==> images/placed.png <==
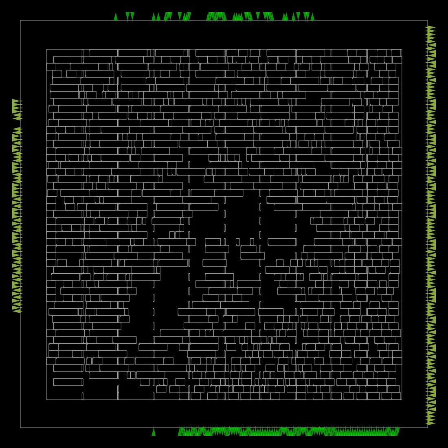
==> images/class_map.png <==
Fill, decap, tap and diode cells in gray.
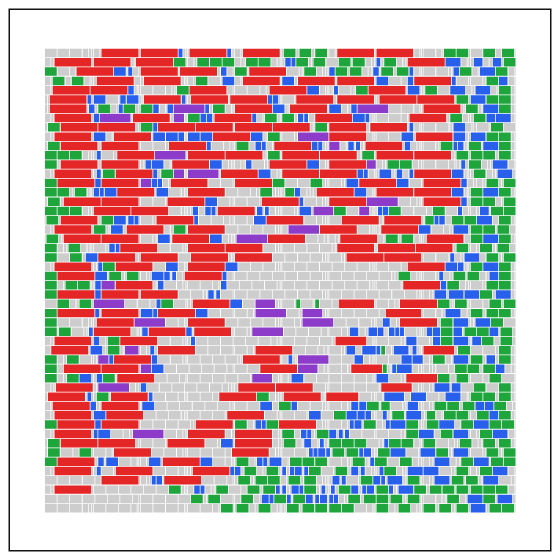
==> images/floorplan.png <==
Bar = 50 microns. Pins as bars on the die edge. Tap cells in gray.
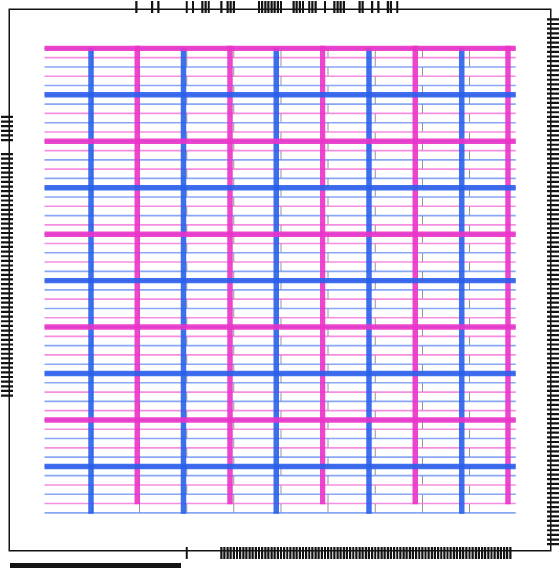
==> images/port_trees.png <==
Bar = 50 microns.
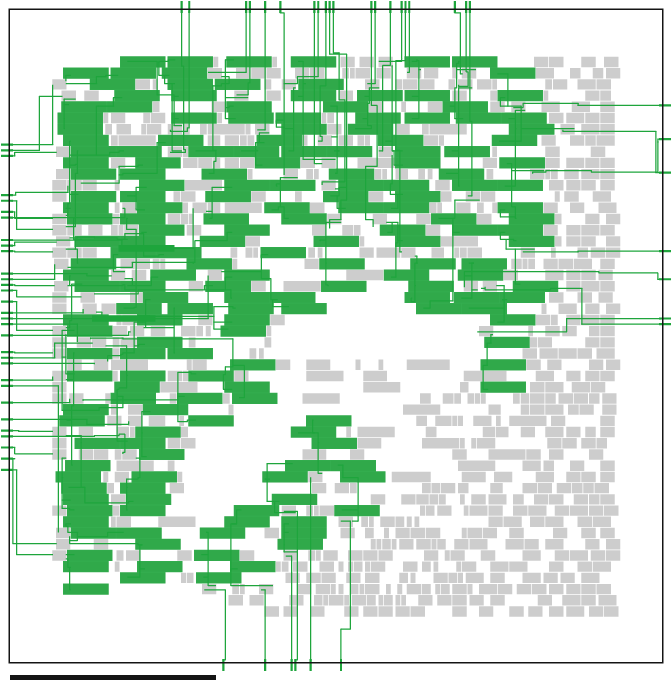
Design sram_rw_ctrl, sky130hd; sources not shown.
==> qor_table.md <==
| Result | Value | Unit |
| --- | --- | --- |
| Outcome | finished, violations left | - |
| Violated checks | capacitance limit, slew limit | - |
| Clock Latency Late Sink | 0.43 | ns |
| Worst slack at placement | 2.38 | ns |
| Sum Neg Setup Slack | 0 | ns |
| Initial standard-cell utilization of the core | 0.457 | - |
| Critical path capture point type | output port | - |
| Seq/total area | 0.484 | - |
| Number of endpoints with negative hold slack in the final report | 0 | - |
| Reg area | 5970 | sq um |
| Worst-path fanout max | 55 | - |
| Nets at Floorplan | 737 | - |
| Final Critical Period | 4.36 | ns |
| Clock buffer and inverter area fraction after layout | 0.0484 | - |
| Antenna Nets Post-Route | 0 | - |
| Post-synth tally of flip-flops with integrated enable | 192 | - |
| Max-Slew Margin vs Limit | -1.67 | - |
| Met3 WL post-DR | 2.55 | mm |
| Critical path data required time | 6.03 | ns |
| Length of the first detailed-routing pass in iterations | 4 | - |
| Register-to-register setup slack | 2.69 | ns |
| Worst Reg-to-Reg Cells | 3 | - |
| Via density per instance | 5.17 | - |
| Maximum number of pins on one net before global-route repair | 83 | - |
| Post-synthesis area per instance | 14.9 | sq um |
| Number of inverters outside the clock class in the layout | 3 | - |
| Signal buf overhead | 0.251 | - |
| Wl on met1 | 8.80 | mm |
| Number of global-route vias before repair | 5741 | - |
| Cell at the slowest stage of the critical path | sky130_fd_sc_hd__dlygate4sd3_1 | - |
| DRC violation total after the first TritonRoute iteration | 369 | - |
| Final max-slew violation count | 198 | - |
| Top_reg_cell synth | sky130_fd_sc_hd__edfxtp_1 | - |
| Fmax | 229 | MHz |
| Async set or reset register ratio after synthesis | 0.0400 | - |
| Non-Clock Buffer Count | 313 | - |
| Worst path cell trace | dlygate4sd3_1 -> inv_2 -> buf_4 -> nor3b_1 -> clkdlybuf4s50_1 | - |
| ANT cells | 10 | - |
| Max Cap Viol | 4 | - |
| Number of clock buffers in the layout | 17 | - |
Back to the opening pictures, placed.png:
filler cell count in the final layout: 1395
Layout Utilization: 0.658
Seq cells: 200

Back to the opening pictures, class_map.png:
purple -> clock drivers and dummy loads  # cells 32
blue -> remaining logic cells  # cells 332
green -> remaining buffers and delay cells  # cells 313
red -> registers  # cells 200
Placeable Area: 18800 sq um
Final Instance Area: 12400 sq um

Back to the opening pictures, floorplan.png:
blue -> VSS
magenta -> VDD
rows = 50
signal pins = 306
met5 straps = 10
die outline height: 158 microns
worst IR drop on VDD: 0.281 mV
die span in x: 158 microns

Back to the opening pictures, port_trees.png:
green -> sram_rdata  # bits 64, direction input, edge 31 west, 20 north, 7 east, 6 south, end cells 192, buffers 64, wire 3610 microns
Top-Level Pins: 306
Port Buf Inserts: 305

## synth_stat cells, types with 2 or more instances
cell type	count	share of area
sky130_fd_sc_hd__a21o_1	3	0.0026
sky130_fd_sc_hd__and3_1	2	0.0015
sky130_fd_sc_hd__buf_2	10	0.0058
sky130_fd_sc_hd__buf_4	8	0.0070
sky130_fd_sc_hd__buf_6	10	0.013
sky130_fd_sc_hd__clkbuf_1	15	0.0066
sky130_fd_sc_hd__dfrtp_1	7	0.020
sky130_fd_sc_hd__edfxtp_1	192	0.67
sky130_fd_sc_hd__ha_1	3	0.0044
sky130_fd_sc_hd__inv_1	3	0.0013
sky130_fd_sc_hd__mux2i_1	64	0.075
sky130_fd_sc_hd__nand2_1	92	0.040
sky130_fd_sc_hd__nand2b_1	2	0.0015
sky130_fd_sc_hd__nor2_1	6	0.0026
sky130_fd_sc_hd__nor3_1	2	0.0012
sky130_fd_sc_hd__nor3b_1	16	0.014
sky130_fd_sc_hd__nor3b_2	49	0.071
sky130_fd_sc_hd__o21ai_0	66	0.038
sky130_fd_sc_hd__o22ai_1	13	0.0095
sky130_fd_sc_hd__xnor2_1	2	0.0020
## kinds of logic (layout without fill, tap and decap cells)
kind of cell,Yosys count,in the layout,synth area share
and+or+nand+nor,174,174,0.136
other,0,10,0
muxes,64,64,0.0746
DFF,200,200,0.695
buffers and inverters,46,348,0.0338
AOI/OAI and AO/OA,85,85,0.0532
xor gates and xnor gates,3,3,0.00306
adders and majority gates,3,3,0.00437
## power breakdown
part           total [mW]  leakage (nW)  internal [mW]  switching (mW)
clock                1.00         0.288          0.505           0.496
sequential           1.67          1.83           1.55           0.124
combinational        1.89          2.06          0.757            1.13
total                4.56          4.18           2.81            1.75
No activity file was given, so power comes from the tool's default toggle rates.
